### config.mk
export PLATFORM = sky130hd
export DESIGN_NAME = eprisc_block_copier
export DESIGN_NICKNAME = d
export VERILOG_FILES = /design/src/rtl/eprisc_block_copier.sv
export SDC_FILE = /design/constraint.sdc
export NUM_CORES = 1
export LEC_CHECK = 0
export CAP_MARGIN = 30
export CORE_MARGIN = 3
export CORE_UTILIZATION = 55
export CTS_CLUSTER_SIZE = 16
export DETAILED_ROUTE_END_ITERATION = 8
export GPL_ROUTABILITY_DRIVEN = 0
export PLACE_DENSITY = 0.87
export SLEW_MARGIN = 20
export SYNTH_ARGS = -nofsm -noshare
export SYNTH_HDL_FRONTEND = slang
export SYNTH_SLANG_ARGS = --single-unit
export TNS_END_PERCENT = 10
### constraint.sdc
create_clock -name clk -period 8.3 [get_ports clk]
set_input_delay 2.075 -clock clk [delete_from_list [all_inputs] [get_ports clk]]
set_output_delay 2.075 -clock clk [all_outputs]
set_load 0.02 [all_outputs]
### src/rtl/eprisc_block_copier.sv
// Block copier for the epRISC test memories: streams words from a synchronous-read ROM
// into a RAM at one word per clock and keeps an additive checksum of what was written.
module eprisc_block_copier #(
    parameter int ADDR_W = 8,
    parameter int DATA_W = 32
) (
    input  logic              clk,
    input  logic              rst,
    input  logic              start,
    input  logic [ADDR_W-1:0] src_base,
    input  logic [ADDR_W-1:0] dst_base,
    input  logic [ADDR_W:0]   count,
    output logic              busy,
    output logic              done,
    output logic [DATA_W-1:0] checksum,
    output logic [ADDR_W-1:0] rom_addr,
    output logic              rom_enable,
    input  logic [DATA_W-1:0] rom_data,
    output logic [ADDR_W-1:0] ram_addr,
    output logic [DATA_W-1:0] ram_data,
    output logic              ram_write
);

    typedef enum logic [1:0] {IDLE, RUN, DONE} state_t;

    state_t            state;
    logic [ADDR_W-1:0] dst_reg;
    logic [ADDR_W:0]   count_reg;
    logic [ADDR_W:0]   rd_idx;
    logic [ADDR_W:0]   rd_next;

    // ROM data arrives one cycle after its address, which is exactly when it is written.
    assign ram_data = rom_data;
    assign rd_next  = rd_idx + (ADDR_W + 1)'(1);

    always_ff @(posedge clk or posedge rst) begin
        if (rst) begin
            state      <= IDLE;
            dst_reg    <= '0;
            count_reg  <= '0;
            rd_idx     <= '0;
            busy       <= 1'b0;
            done       <= 1'b0;
            checksum   <= '0;
            rom_addr   <= '0;
            rom_enable <= 1'b0;
            ram_addr   <= '0;
            ram_write  <= 1'b0;
        end else begin
            if (ram_write) begin
                checksum <= checksum + rom_data;
            end
            case (state)
                IDLE: begin
                    if (start) begin
                        state      <= RUN;
                        dst_reg    <= dst_base;
                        count_reg  <= count;
                        rd_idx     <= '0;
                        rom_addr   <= src_base;
                        rom_enable <= (count != '0);
                        busy       <= 1'b1;
                        checksum   <= '0;
                    end
                end
                RUN: begin
                    // rd_idx is the read being issued this cycle; its write lands next cycle.
                    if (rd_idx == count_reg) begin
                        state      <= DONE;
                        busy       <= 1'b0;
                        done       <= 1'b1;
                        rom_enable <= 1'b0;
                        ram_write  <= 1'b0;
                    end else begin
                        rd_idx    <= rd_next;
                        ram_write <= 1'b1;
                        ram_addr  <= dst_reg + rd_idx[ADDR_W-1:0];
                        if (rd_next < count_reg) begin
                            rom_addr <= rom_addr + ADDR_W'(1);
                        end
                    end
                end
                DONE: begin
                    done  <= 1'b0;
                    state <= IDLE;
                end
                default: state <= IDLE;
            endcase
        end
    end

endmodule

==> results.sh, run 1 <==
# implementation run metrics
export IMPL_outcome="complete, no violations"
export IMPL_vias=5561
export IMPL_ioPinCount=144
export IMPL_tns_ns=0
export IMPL_cts_buffers=9
export IMPL_final_core_util_pct=71.6
export IMPL_via_per_inst=5.90
export IMPL_grt_pass1_wl_um=25000
export IMPL_area_growth_syn_to_layout_pct=25.0
export IMPL_drt_initial_drc_count=427
export IMPL_critPathMostFrequentCell="clkdlybuf4s50_1"
export IMPL_gr_usage_all_layers_pct=25.9
export IMPL_drv_slew=0
export IMPL_routed_wl_um=15400
export IMPL_grt_overflow=0
export IMPL_dr_pass1_iters=5
export IMPL_r2r_slack_ns=5.14
export IMPL_cp_num_buf_inv=2
export IMPL_ys_area_sq_um=5970
export IMPL_synth_distinct_cells=66
export IMPL_hold_end="dst_reg[3]$_DFFE_PP0P_"
export IMPL_period_minus_slack_ns=5.32
export IMPL_drc=0
export IMPL_syn_area_per_cell_sq_um=8.46
export IMPL_max_slew_margin_rel_pct=50.1
export IMPL_clock_latency_ns=0.38
export IMPL_fin_nets=913
export IMPL_cts_htree_levels=3
export IMPL_dp_cells=927
export IMPL_rr_worst_depth=11
export IMPL_synth_net_count=816
export IMPL_nFillCells=800
export IMPL_area_leaders="dfrtp_1 (34%), ha_1 (10%), nand2_1 (6.0%)"
export IMPL_critPathLaunch="rom_data[1]"
export IMPL_worst_setup_path_start_kind="primary input"
export IMPL_cp_required_ns=6.23
export IMPL_powerDensity_nw_per_um2=415
export IMPL_slowest_stage="clkdlybuf4s50_1"
export IMPL_drive_gt1_share_pct=4.84
export IMPL_fp_util_pct=57.3
export IMPL_dieArea_sq_um=12100
export IMPL_p_leak_nw=3.44
export IMPL_cts_root_buf="clkbuf_8"
export IMPL_grt_pass1_vias=5539
export IMPL_syn_inst=705
export IMPL_final_cell_area_sq_um=7460
export IMPL_clock_fmax_mhz=188
export IMPL_synth_edff_count=0
export IMPL_synth_flops=80
export IMPL_hold_viol=0
export IMPL_hold_buffers=0
export IMPL_synthArstFlopShare_pct=100
export IMPL_r2r_start="rd_idx[0]$_DFFE_PP0P_"
export IMPL_rsz0062_at_grt="false"
export IMPL_final_period_utilization_pct=64.1
export IMPL_yosysWarnings=0
export IMPL_postCtsSetupBuffers=0
export IMPL_flop_cell="dfrtp_1"
export IMPL_cap_violations=0
export IMPL_reg2reg_to="rom_addr[6]$_DFFE_PP0P_"
export IMPL_cp_slowest_stage_delay_ns=0.64
export IMPL_ys_seq_share_pct=33.6
export IMPL_cts_root_to_sink_buffers=2
export IMPL_port_buffer_count=143
export IMPL_wl_per_cell_um=16.3
export IMPL_cp_max_fo=3
export IMPL_common_cells="nand2_1 (95), dfrtp_1 (80), a21oi_1 (55), o21ai_0 (53), ha_1 (49)"
export IMPL_hp_class="reg -> reg"
export IMPL_clock_sinks=80
export IMPL_stdcell_count=942
export IMPL_top_cell="nand2_1"
export IMPL_cts_tree="yes"
export IMPL_arrival_ns=3.25
export IMPL_whs_path_depth=2
export IMPL_rows=37
export IMPL_largest_reg_flops=32
## run 1: cell usage in the layout (no fill, tap or decap), types with 3 or more instances in the layout
cell type and instances:
a211o_1 3, a211oi_1 4, a21o_1 19, a21oi_1 55, a31o_2 6, a31oi_1 11, and2_1 3, and3_1 4
buf_4 5, clkbuf_8 9, clkdlybuf4s50_1 143, dfrtp_1 80, ha_1 49, inv_1 21, mux2i_1 17, nand2_1 95
nand2b_1 10, nand3_1 33, nand4_1 8, nand4b_1 4, nor2_1 45, nor2b_1 5, nor3_1 12, nor4_1 4
o211ai_1 3, o21a_1 4, o21ai_0 53, o21ai_1 4, o21bai_1 3, o22ai_1 3, or3_1 4, xnor2_1 19
xor2_1 23
## run 1: through the flow
stage          power (mW)  setup slack [ns]  hold slack [ns]
2_1_floorplan        2.18              4.02            0.452
3_3_place_gp         2.69              2.98            0.460
3_5_place_dp         2.80              2.98            0.478
4_1_cts              3.10              2.98            0.496
5_1_grt              3.37              2.94            0.533
6_report             3.10              2.98            0.493
## run 1: layout make-up
cell class | count | area (sq um) | area share (%)
repair buffers | 149 | 1500 | 20.1
inverters | 24 | 91.3 | 1.22
clock inverters | 5 | 58.8 | 0.789
well taps | 136 | 170 | 2.28
multi-input cells | 538 | 3510 | 47.1
clock buffers | 10 | 128 | 1.71
flip-flops and latches | 80 | 2000 | 26.8
## run 1: where the power goes
| part | total, mW | internal, mW | leakage [nW] | switching, mW |
|---|---|---|---|---|
| sequential | 0.785 | 0.596 | 0.942 | 0.190 |
| clock | 0.288 | 0.137 | 0.0883 | 0.150 |
| combinational | 2.03 | 0.904 | 2.41 | 1.12 |
| total | 3.10 | 1.64 | 3.44 | 1.46 |
## run 1: cell families (layout without fill, tap and decap cells)
group	Yosys count	after routing	share of synthesized area, %
AND-OR/OR-AND	184	184	19.1
XOR/XNOR	42	42	6.17
adder cells (fa/ha/maj)	51	51	10.9
buffers and inverters	87	188	7.68
flip-flops	80	80	33.6
multiplexers	18	18	3.04
AND/OR/NAND/NOR	243	243	19.5
## run 1: layer usage
metal	vias up	track usage, %	routed length, um
met1	2636	30.3	6330
met3	47	7.45	1020
li1	2673	-	-
met5	-	0	0
met2	205	44.8	7620
met4	0	9.85	403
## run 1: worst max path at each step
stage	end	slack (ns)	cells after the start
finish	ram_data[1]	2.98	2
global route	ram_data[1]	2.94	2
CTS	ram_data[1]	2.98	2
detailed placement	ram_data[1]	2.98	2
global placement	ram_data[31]	2.98	2
floorplan	ram_data[0]	4.02	1
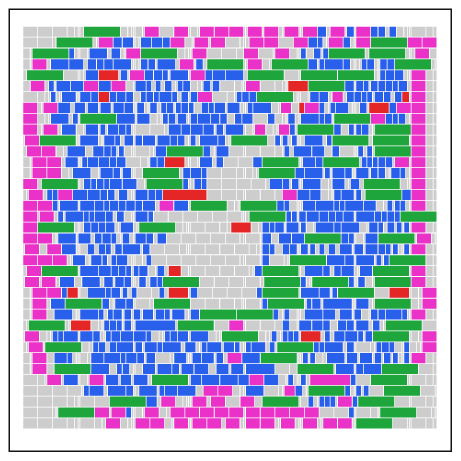
Figure 1: run 1, cells colored by class.
(4 px per um) Fill, decap, tap and diode cells in gray.
Key: remaining logic cells = blue [cells 562, share of their area 49%]; remaining buffers and delay cells = magenta [cells 149, share of their area 21%]; registers = green [cells 80, share of their area 27%]; clock drivers and dummy loads = red [cells 15, share of their area 2.6%]

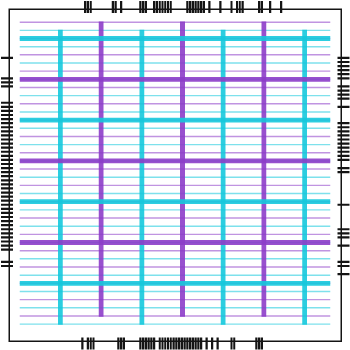
Figure 2: run 1, supply network.
(3 px per um) Pins as bars on the die edge.
Key: VDD = purple; VSS = cyan
144 signal pins sit on the boundary. The core has 37 rows.
Worst VDD drop: 0.000230 V
Core ar.: 10,400 sq um
Die Width: 110 um
die height: 110 um

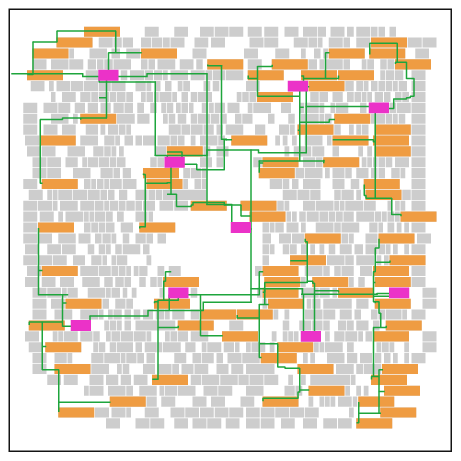
Figure 3: run 1, clock wires, drivers and flops.
(4 px per um)
Key: clock-net drivers = magenta [count 9]; flip-flops = orange [count 80]; clock wires = green [length 1,120 um]
There are 10 routed clock nets. Position of the flops: widely spread.
clock share of power: 9.3%
worst-case clock skew: 0.00874 ns
Clk power: 288 uW

Figure 4. Congestion heat map (run 1).
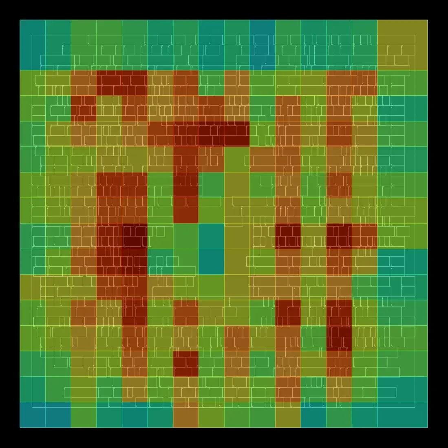

==> run 1 -> run 2 <==
--- a/config.mk
+++ b/config.mk
@@ -7,11 +7,11 @@
 export LEC_CHECK = 0
 export CAP_MARGIN = 30
 export CORE_MARGIN = 3
-export CORE_UTILIZATION = 55
+export CORE_UTILIZATION = 46
 export CTS_CLUSTER_SIZE = 16
 export DETAILED_ROUTE_END_ITERATION = 8
 export GPL_ROUTABILITY_DRIVEN = 0
-export PLACE_DENSITY = 0.87
+export PLACE_DENSITY = 0.78
 export SLEW_MARGIN = 20
 export SYNTH_ARGS = -nofsm -noshare
 export SYNTH_HDL_FRONTEND = slang
==> constraint.sdc (replaced) <==
create_clock -name clk -period 4.6 [get_ports clk]
set_input_delay 1.15 -clock clk [delete_from_list [all_inputs] [get_ports clk]]
set_output_delay 1.15 -clock clk [all_outputs]
set_load 0.02 [all_outputs]
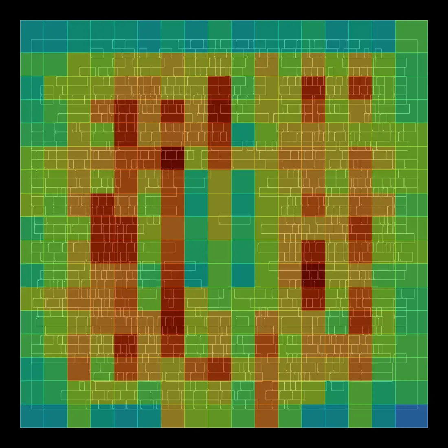
Figure 5: run 2, congestion heat map.
global route hottest layer: met2
met2 Use GR: 39.8%
Post-Route Utilization: 62.1%

==> results.sh, run 2 <==
# implementation run metrics
export IMPL_lay_top_cells="clkdlybuf4s50_1 (143), nand2_1 (95), dfrtp_1 (79), a21oi_1 (55), o21ai_0 (53)"
export IMPL_ys_sh_aoi_pct=19.1
export IMPL_port_buffer_count=143
export IMPL_dr_pass1_iters=5
export IMPL_vias=5589
export IMPL_diodes=0
export IMPL_gr_usage_all_layers_pct=22.4
export IMPL_cp_max_fo=3
export IMPL_tns_ns=0
export IMPL_placed_cell_area_sq_um=7330
export IMPL_common_cells="nand2_1 (95), dfrtp_1 (80), a21oi_1 (55), o21ai_0 (53), ha_1 (49)"
export IMPL_cts_tree="yes"
export IMPL_rows=40
export IMPL_skew_ns=0.00500
export IMPL_synth_edff_count=0
export IMPL_drc=0
export IMPL_flop_cell="dfrtp_1"
export IMPL_yosysWarnings=0
export IMPL_synth_net_count=816
export IMPL_warning_count=26
export IMPL_drive_gt1_share_pct=5.20
export IMPL_hold_viol=0
export IMPL_cp_end_kind="register"
export IMPL_area_growth_syn_to_layout_pct=28.7
export IMPL_layout_top_cell="clkdlybuf4s50_1"
export IMPL_die_h_um=120
export IMPL_drv_slew=0
export IMPL_worst_setup_path_start_kind="primary input"
export IMPL_ys_sh_simple_pct=19.5
export IMPL_clock_sinks=80
export IMPL_clock_latency_ns=0.35
export IMPL_synthArstFlopShare_pct=100
export IMPL_slowest_stage="clkdlybuf4s50_1"
export IMPL_coreArea_sq_um=12400
export IMPL_syn_area_per_cell_sq_um=8.46
export IMPL_wl_per_cell_um=16.0
export IMPL_max_slew_margin_rel_pct=54.2
export IMPL_path_class="in -> reg"
export IMPL_syn_area_sq_um=5970
export IMPL_dieArea_sq_um=14400
export IMPL_stdcell_count=976
export IMPL_arrival_ns=4.10
export IMPL_mux_share_pct=3.04
export IMPL_antenna_left=0
export IMPL_hp_class="reg -> reg"
export IMPL_cap_violations=0
export IMPL_cts_resized=0
export IMPL_cts_buffers=9
export IMPL_rsz0062_at_grt="false"
export IMPL_grt_max_degree=41
export IMPL_xor_share_pct=6.17
export IMPL_cts_root_buf="clkbuf_16"
export IMPL_ir_drop_v=0.000370
export IMPL_grt_pass1_vias=5746
export IMPL_syn_inst=705
export IMPL_cp_required_ns=4.88
export IMPL_postCtsSetupBuffers=0
export IMPL_ys_area_sq_um=5970
export IMPL_ioPinCount=144
export IMPL_logic_family="simple AND/OR/NAND/NOR gates"
export IMPL_ys_sh_adder_pct=10.9
export IMPL_clock_fmax_mhz=262
export IMPL_ys_seq_share_pct=33.6
export IMPL_top_cell="nand2_1"
export IMPL_nFillCells=1071
export IMPL_area_leaders="dfrtp_1 (34%), ha_1 (10%), nand2_1 (6.0%)"
export IMPL_period_minus_slack_ns=3.82
export IMPL_drt_initial_drc_count=386
export IMPL_outcome="complete, no violations"
export IMPL_place_hpwl_um=11800
export IMPL_top_cell_area_share_pct=33.6
export IMPL_final_cell_area_sq_um=7680
export IMPL_yosys_area_top_type="dfrtp_1"
export IMPL_antenna_found_initial=0
export IMPL_synth_distinct_cells=66
export IMPL_largest_reg_flops=32
export IMPL_dp_cells=962
export IMPL_die_width_um=120
export IMPL_synth_flops=80
export IMPL_ys_cells=705
export IMPL_cp_slowest_stage_delay_ns=0.44
export IMPL_final_period_utilization_pct=83.0
export IMPL_fin_nets=916
export IMPL_fp_util_pct=48.3
export IMPL_routed_wl_um=15700
export IMPL_p_leak_nw=3.53
export IMPL_powerDensity_nw_per_um2=775
export IMPL_hold_buffers=0
export IMPL_cts_root_to_sink_buffers=2
export IMPL_critPathMostFrequentCell="a21o_1"
export IMPL_via_per_inst=5.73
export IMPL_crit_path_cell_trace="clkdlybuf4s50_1, ha_1, fa_1, a21o_1, a31oi_1, o32ai_4, nor3b_2, o21ai_1, a21o_1, a2111oi_0, nand3b_1"
export IMPL_grt_overflow=0
export IMPL_cts_htree_levels=3
export IMPL_grt_pass1_wl_um=26700
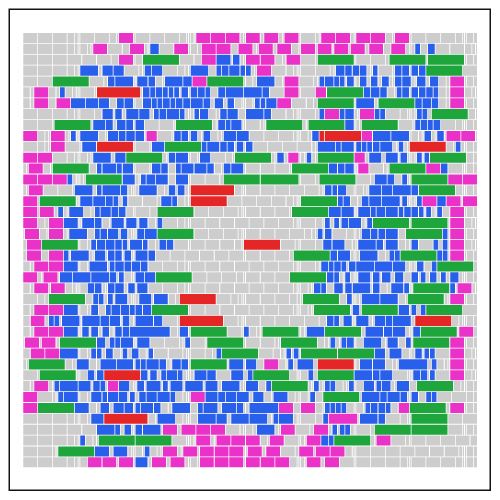
Figure 6: run 2, cells colored by class.
(4 px per um) Fill, decap, tap and diode cells in gray.
Key: registers = green [cells 80, share of their area 27%]; remaining buffers and delay cells = magenta [cells 152, share of their area 20%]; clock drivers and dummy loads = red [cells 14, share of their area 4.7%]; remaining logic cells = blue [cells 562, share of their area 48%]

## run 2: cell types whose count changed in the layout (fill, tap and decap cells not counted), sizes merged
cell | before | now
clkinvlp | 2 | 0
buf | 6 | 9
clkinv | 4 | 2
bufinv | 1 | 4
## run 2: area by class of cell
type	count	area, sq um	share of cell area [%]
inverters	24	91.3	1.19
repair buffers	152	1510	19.7
well taps	168	210	2.74
multi-input cells	538	3510	45.7
clock inverters	4	120	1.56
clock buffers	10	229	2.98
flip-flops and latches	80	2000	26.1
## run 2: per-layer routing
| metal | wire length [um] | share of wire, % | global-route usage, % |
|---|---|---|---|
| met1 | 6490 | 41 | 26.6 |
| met2 | 7950 | 51 | 39.8 |
| met3 | 814 | 5.2 | 4.62 |
| met4 | 410 | 2.6 | 8.73 |
| met5 | 0 | 0 | 0 |
## run 2: where the power goes
group	switching, mW	internal (mW)	total, mW
registers	0.350	1.08	1.43
logic	2.02	1.64	3.66
clock network	0.281	0.579	0.860
total	2.65	3.30	5.95
## run 2: worst paths after layout
check / depth (start not counted) / endpoint / start / slack [ns]
hold / removal: 2 / dst_reg[2]$_DFFE_PP0P_ / dst_reg[2]$_DFFE_PP0P_ / 0.48
max in group asynchronous: 4 / count_reg[0]$_DFFE_PP0P_ / rst / 2.74
setup reg to reg: 11 / rom_addr[0]$_DFFE_PP0P_ / rd_idx[1]$_DFFE_PP0P_ / 1.50
min in group asynchronous: 2 / checksum[0]$_DFF_PP0_ / rst / 1.09
hold reg to reg: 2 / dst_reg[2]$_DFFE_PP0P_ / dst_reg[2]$_DFFE_PP0P_ / 0.48
setup / recovery: 11 / checksum[16]$_DFF_PP0_ / rom_data[0] / 0.78
## run 2: cells by family (layout without fill, tap and decap cells)
group	after synthesis	in the layout
and+or+nand+nor	243	243
AOI/OAI and AO/OA	184	184
buffers and inverters	87	190
DFF	80	80
adders and majority gates	51	51
xor gates and xnor gates	42	42
muxes	18	18
## run 2: critical path: cells and delay by family
family                   cells  cell delay (ns)
AND-OR/OR-AND                6             1.47
AND/OR/NAND/NOR              2             0.40
adder cells (fa/ha/maj)      2             0.65
buffers and inverters        1             0.44
## run 2: metrics by stage
stage | hold slack, ns | total power [mW] | worst slack, ns
after floorplan | 0.452 | 3.94 | 1.25
after global placement | 0.460 | 4.89 | 0.645
after detailed placement | 0.474 | 5.06 | 0.447
after CTS | 0.490 | 5.96 | 0.821
after global routing | 0.516 | 6.47 | 0.707
final | 0.484 | 5.95 | 0.783
No activity file was given, so power comes from the tool's default toggle rates.
